--- src/rtl/bpred_pkg.sv ---
// Shared types and counter helpers for the IF-stage branch predictor.
// Struct fields are sized for the widest supported configuration; narrower builds zero-extend.
package bpred_pkg;

  localparam int BP_XLEN_MAX = 32;
  localparam int CNT_W_MAX   = 8;

  typedef enum logic [1:0] {
    BR   = 2'd0,
    JAL  = 2'd1,
    CALL = 2'd2,
    RET  = 2'd3
  } br_type_e;

  typedef logic [CNT_W_MAX-1:0] cnt_t;

  typedef struct packed {
    logic                   valid;
    logic [BP_XLEN_MAX-1:0] tag;
    br_type_e               btype;
    logic [BP_XLEN_MAX-1:0] target;
    cnt_t                   cnt;
  } btb_entry_t;

  // Weakly-not-taken: the reset value of every counter.
  function automatic cnt_t cnt_init(input int w);
    return cnt_t'((1 << (w - 1)) - 1);
  endfunction

  // Weakly-taken: the value given to a freshly allocated entry.
  function automatic cnt_t cnt_weak_taken(input int w);
    return cnt_t'(1 << (w - 1));
  endfunction

  function automatic cnt_t cnt_max(input int w);
    return cnt_t'((1 << w) - 1);
  endfunction

  function automatic logic cnt_is_taken(input cnt_t cnt, input int w);
    return cnt >= cnt_weak_taken(w);
  endfunction

endpackage

--- src/rtl/bpred_ras.sv ---
// Circular return-address stack; a push when full overwrites the oldest entry.
// Only instantiated by bpred_btb when BPRED_RAS_EN is defined.
module bpred_ras #(
  parameter int XLEN  = 32,
  parameter int DEPTH = 4
) (
  input  logic            clk_i,
  input  logic            rst_i,
  input  logic            push_i,
  input  logic            pop_i,
  input  logic [XLEN-1:0] push_addr_i,
  output logic [XLEN-1:0] top_o,
  output logic            empty_o
);

  localparam int PTR_W = $clog2(DEPTH);
  localparam logic [PTR_W:0] FULL_CNT = DEPTH[PTR_W:0];

  logic [XLEN-1:0]  stack_q [DEPTH];
  logic [PTR_W-1:0] ptr_q;
  logic [PTR_W:0]   cnt_q;

  assign empty_o = (cnt_q == '0);
  assign top_o   = stack_q[ptr_q - PTR_W'(1)];

  // ptr_q always names the next slot to write, which is also the oldest slot once full.
  always_ff @(posedge clk_i or negedge rst_i) begin
    if (!rst_i) begin
      ptr_q <= '0;
      cnt_q <= '0;
      for (int i = 0; i < DEPTH; i++) stack_q[i] <= '0;
    end else if (push_i) begin
      stack_q[ptr_q] <= push_addr_i;
      ptr_q          <= ptr_q + PTR_W'(1);
      if (cnt_q != FULL_CNT) cnt_q <= cnt_q + 1'b1;
    end else if (pop_i && !empty_o) begin
      ptr_q <= ptr_q - PTR_W'(1);
      cnt_q <= cnt_q - 1'b1;
    end
  end

endmodule

--- src/rtl/bpred_btb.sv ---
// Direct-mapped BTB with saturating direction counters: combinational lookup, training on the clock edge.
// Define BPRED_RAS_EN to add a return-address stack that supplies targets for RET entries.
module bpred_btb
  import bpred_pkg::*;
#(
  parameter int XLEN      = 32,
  parameter int ENTRIES   = 16,
  parameter int CNT_W     = 2,
  parameter int RAS_DEPTH = 4
) (
  input  logic            clk_i,
  input  logic            rst_i,
  input  logic [XLEN-1:0] fetch_pc_i,
  output logic            pred_taken_o,
  output logic [XLEN-1:0] pred_target_o,
  input  logic            upd_valid_i,
  input  logic [XLEN-1:0] upd_pc_i,
  input  br_type_e        upd_type_i,
  input  logic            upd_taken_i,
  input  logic [XLEN-1:0] upd_target_i,
  output logic            hit_o
);

  localparam int IDX_W = $clog2(ENTRIES);

  typedef logic [BP_XLEN_MAX-1:0] word_t;

  if (ENTRIES < 2 || (ENTRIES & (ENTRIES - 1)) != 0 || CNT_W < 1 || CNT_W > CNT_W_MAX ||
      XLEN > BP_XLEN_MAX || XLEN < IDX_W + 3 ||
      RAS_DEPTH < 2 || (RAS_DEPTH & (RAS_DEPTH - 1)) != 0) begin : g_bad_params
    $error("bpred_btb: unsupported parameter combination");
  end

  btb_entry_t       btb_q [ENTRIES];

  logic [IDX_W-1:0] f_idx;
  word_t            f_tag;
  btb_entry_t       f_ent;
  logic             f_hit;
  word_t            f_target;

  logic [IDX_W-1:0] u_idx;
  word_t            u_tag;
  logic             u_hit;
  cnt_t             u_cnt;
  cnt_t             u_cnt_next;

  assign f_idx = fetch_pc_i[IDX_W+1:2];
  assign f_tag = word_t'(fetch_pc_i >> (IDX_W + 2));
  assign f_ent = btb_q[f_idx];
  assign f_hit = f_ent.valid && (f_ent.tag == f_tag);

`ifdef BPRED_RAS_EN
  logic            ras_empty;
  logic [XLEN-1:0] ras_top;

  bpred_ras #(
    .XLEN  (XLEN),
    .DEPTH (RAS_DEPTH)
  ) u_ras (
    .clk_i       (clk_i),
    .rst_i       (rst_i),
    .push_i      (upd_valid_i && (upd_type_i == CALL)),
    .pop_i       (upd_valid_i && (upd_type_i == RET)),
    .push_addr_i (upd_pc_i + XLEN'(4)),
    .top_o       (ras_top),
    .empty_o     (ras_empty)
  );

  assign f_target = (f_ent.btype == RET && !ras_empty) ? word_t'(ras_top) : f_ent.target;
`else
  assign f_target = f_ent.target;
`endif

  // Jumps always redirect on a hit; conditional branches follow the counter's upper half.
  always_comb begin
    hit_o         = f_hit;
    pred_taken_o  = 1'b0;
    pred_target_o = '0;
    if (f_hit) begin
      pred_taken_o  = (f_ent.btype != BR) || cnt_is_taken(f_ent.cnt, CNT_W);
      pred_target_o = f_target[XLEN-1:0] & ~XLEN'(1);
    end
  end

  assign u_idx = upd_pc_i[IDX_W+1:2];
  assign u_tag = word_t'(upd_pc_i >> (IDX_W + 2));
  assign u_hit = btb_q[u_idx].valid && (btb_q[u_idx].tag == u_tag);
  assign u_cnt = btb_q[u_idx].cnt;

  always_comb begin
    u_cnt_next = u_cnt;
    if (upd_taken_i) begin
      if (u_cnt != cnt_max(CNT_W)) u_cnt_next = u_cnt + cnt_t'(1);
    end else if (u_cnt != '0) begin
      u_cnt_next = u_cnt - cnt_t'(1);
    end
  end

  // Every write is gated by upd_valid_i so idle-cycle garbage on upd_* never reaches the table.
  always_ff @(posedge clk_i or negedge rst_i) begin
    if (!rst_i) begin
      for (int i = 0; i < ENTRIES; i++) begin
        btb_q[i] <= '{valid: 1'b0, tag: '0, btype: BR, target: '0, cnt: cnt_init(CNT_W)};
      end
    end else if (upd_valid_i) begin
      if (u_hit) begin
        btb_q[u_idx].cnt   <= u_cnt_next;
        btb_q[u_idx].btype <= upd_type_i;
        if (upd_taken_i) btb_q[u_idx].target <= word_t'(upd_target_i);
      end else if (upd_taken_i) begin
        btb_q[u_idx] <= '{valid: 1'b1, tag: u_tag, btype: upd_type_i,
                          target: word_t'(upd_target_i), cnt: cnt_weak_taken(CNT_W)};
      end
    end
  end

endmodule

--- config.mk ---
export PLATFORM = sky130hd
export DESIGN_NAME = bpred_btb
export DESIGN_NICKNAME = d
export VERILOG_FILES = /design/src/rtl/bpred_pkg.sv /design/src/rtl/bpred_ras.sv /design/src/rtl/bpred_btb.sv
export SDC_FILE = /design/constraint.sdc
export NUM_CORES = 2
export LEC_CHECK = 0
export CAP_MARGIN = 20
export CORE_MARGIN = 4
export CORE_UTILIZATION = 65
export DETAILED_ROUTE_END_ITERATION = 10
export PLACE_DENSITY = 0.83
export REMOVE_ABC_BUFFERS = 1
export SKIP_CTS_REPAIR_TIMING = 1
export SYNTH_ARGS = -nofsm -noshare
export SYNTH_HDL_FRONTEND = slang
export SYNTH_SLANG_ARGS = --single-unit
--- constraint.sdc ---
create_clock -name clk_i -period 14 [get_ports clk_i]
set_input_delay 2.1 -clock clk_i [delete_from_list [all_inputs] [get_ports clk_i]]
set_output_delay 2.1 -clock clk_i [all_outputs]
set_load 0.02 [all_outputs]
==> images/congestion.png <==
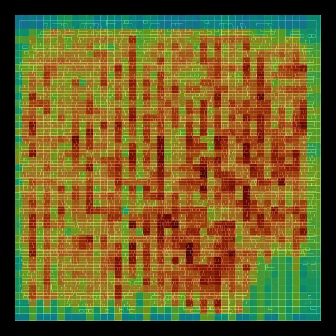
Routed wire per std cell: 30.86 µm
met1 track demand over resource in global routing: 44.81%
GRT met3 Usage: 6.070%

==> summary.txt <==
Implementation summary

The number of warnings the tools reported is about 47. The clock reaches the later pin of the worst-skew pair after about 700 ps. The max-cap check violation count is 0. The share of final layout cell area taken by clock buffers and inverters is about 6.3%. met2 track demand over resource after global routing is about 54%. The total die area is 87840 µm². Ranking logic cells in the layout by count gives the top entries sky130_fd_sc_hd__dfrtp_1, sky130_fd_sc_hd__mux2_2, sky130_fd_sc_hd__mux4_2, sky130_fd_sc_hd__clkdlybuf4s50_1, sky130_fd_sc_hd__clkbuf_16. Summed over all layers, the routed wires come to approximately 140 mm. The post-placement cell area is roughly 56000 µm².

The worst-case hold slack is ~490 ps. The fill cell total of the finished layout is 5058. The fraction of area in registers is a little under half. For reference, the clock transition at the flip-flops on the worst setup and hold paths is around 60 ps. The clock tree synthesis step divided the H-tree into 3 levels.

Entering global routing, the biggest net connects between 200 and 250 pins. The power report lists the clock group at 0.00303 W. The number of instances on the worst hold path is 1. The final timing report lists a max-slew violation count of 0. The reported sequential group power is just over 0.004 W. Total global-route track usage over all layers is roughly a third. The family of cells with the greatest summed delay on the critical path is buffers and inverters.

The maximum fanout along the worst path is approximately 78. The top routing layer in use is met5. In this run, CTS created clock tree buffers numbering between 100 and 150. The run finished with clean final reports. The number of cells reported by Yosys stat comes to approximately 3500.
==> images/wires.png <==
Scale: 1 px per µm.
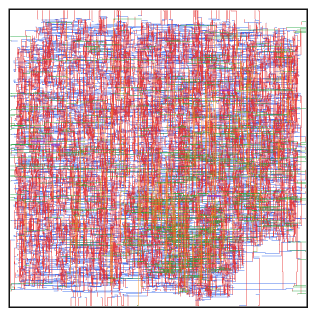
color	layer	wire length
purple	metal 5	45.1 µm
blue	metal 1	54.7 mm
green	metal 3	11100 µm
red	metal 2	70.3 mm
orange	metal 4	7320 µm

Power and IR drop assume default switching activity.
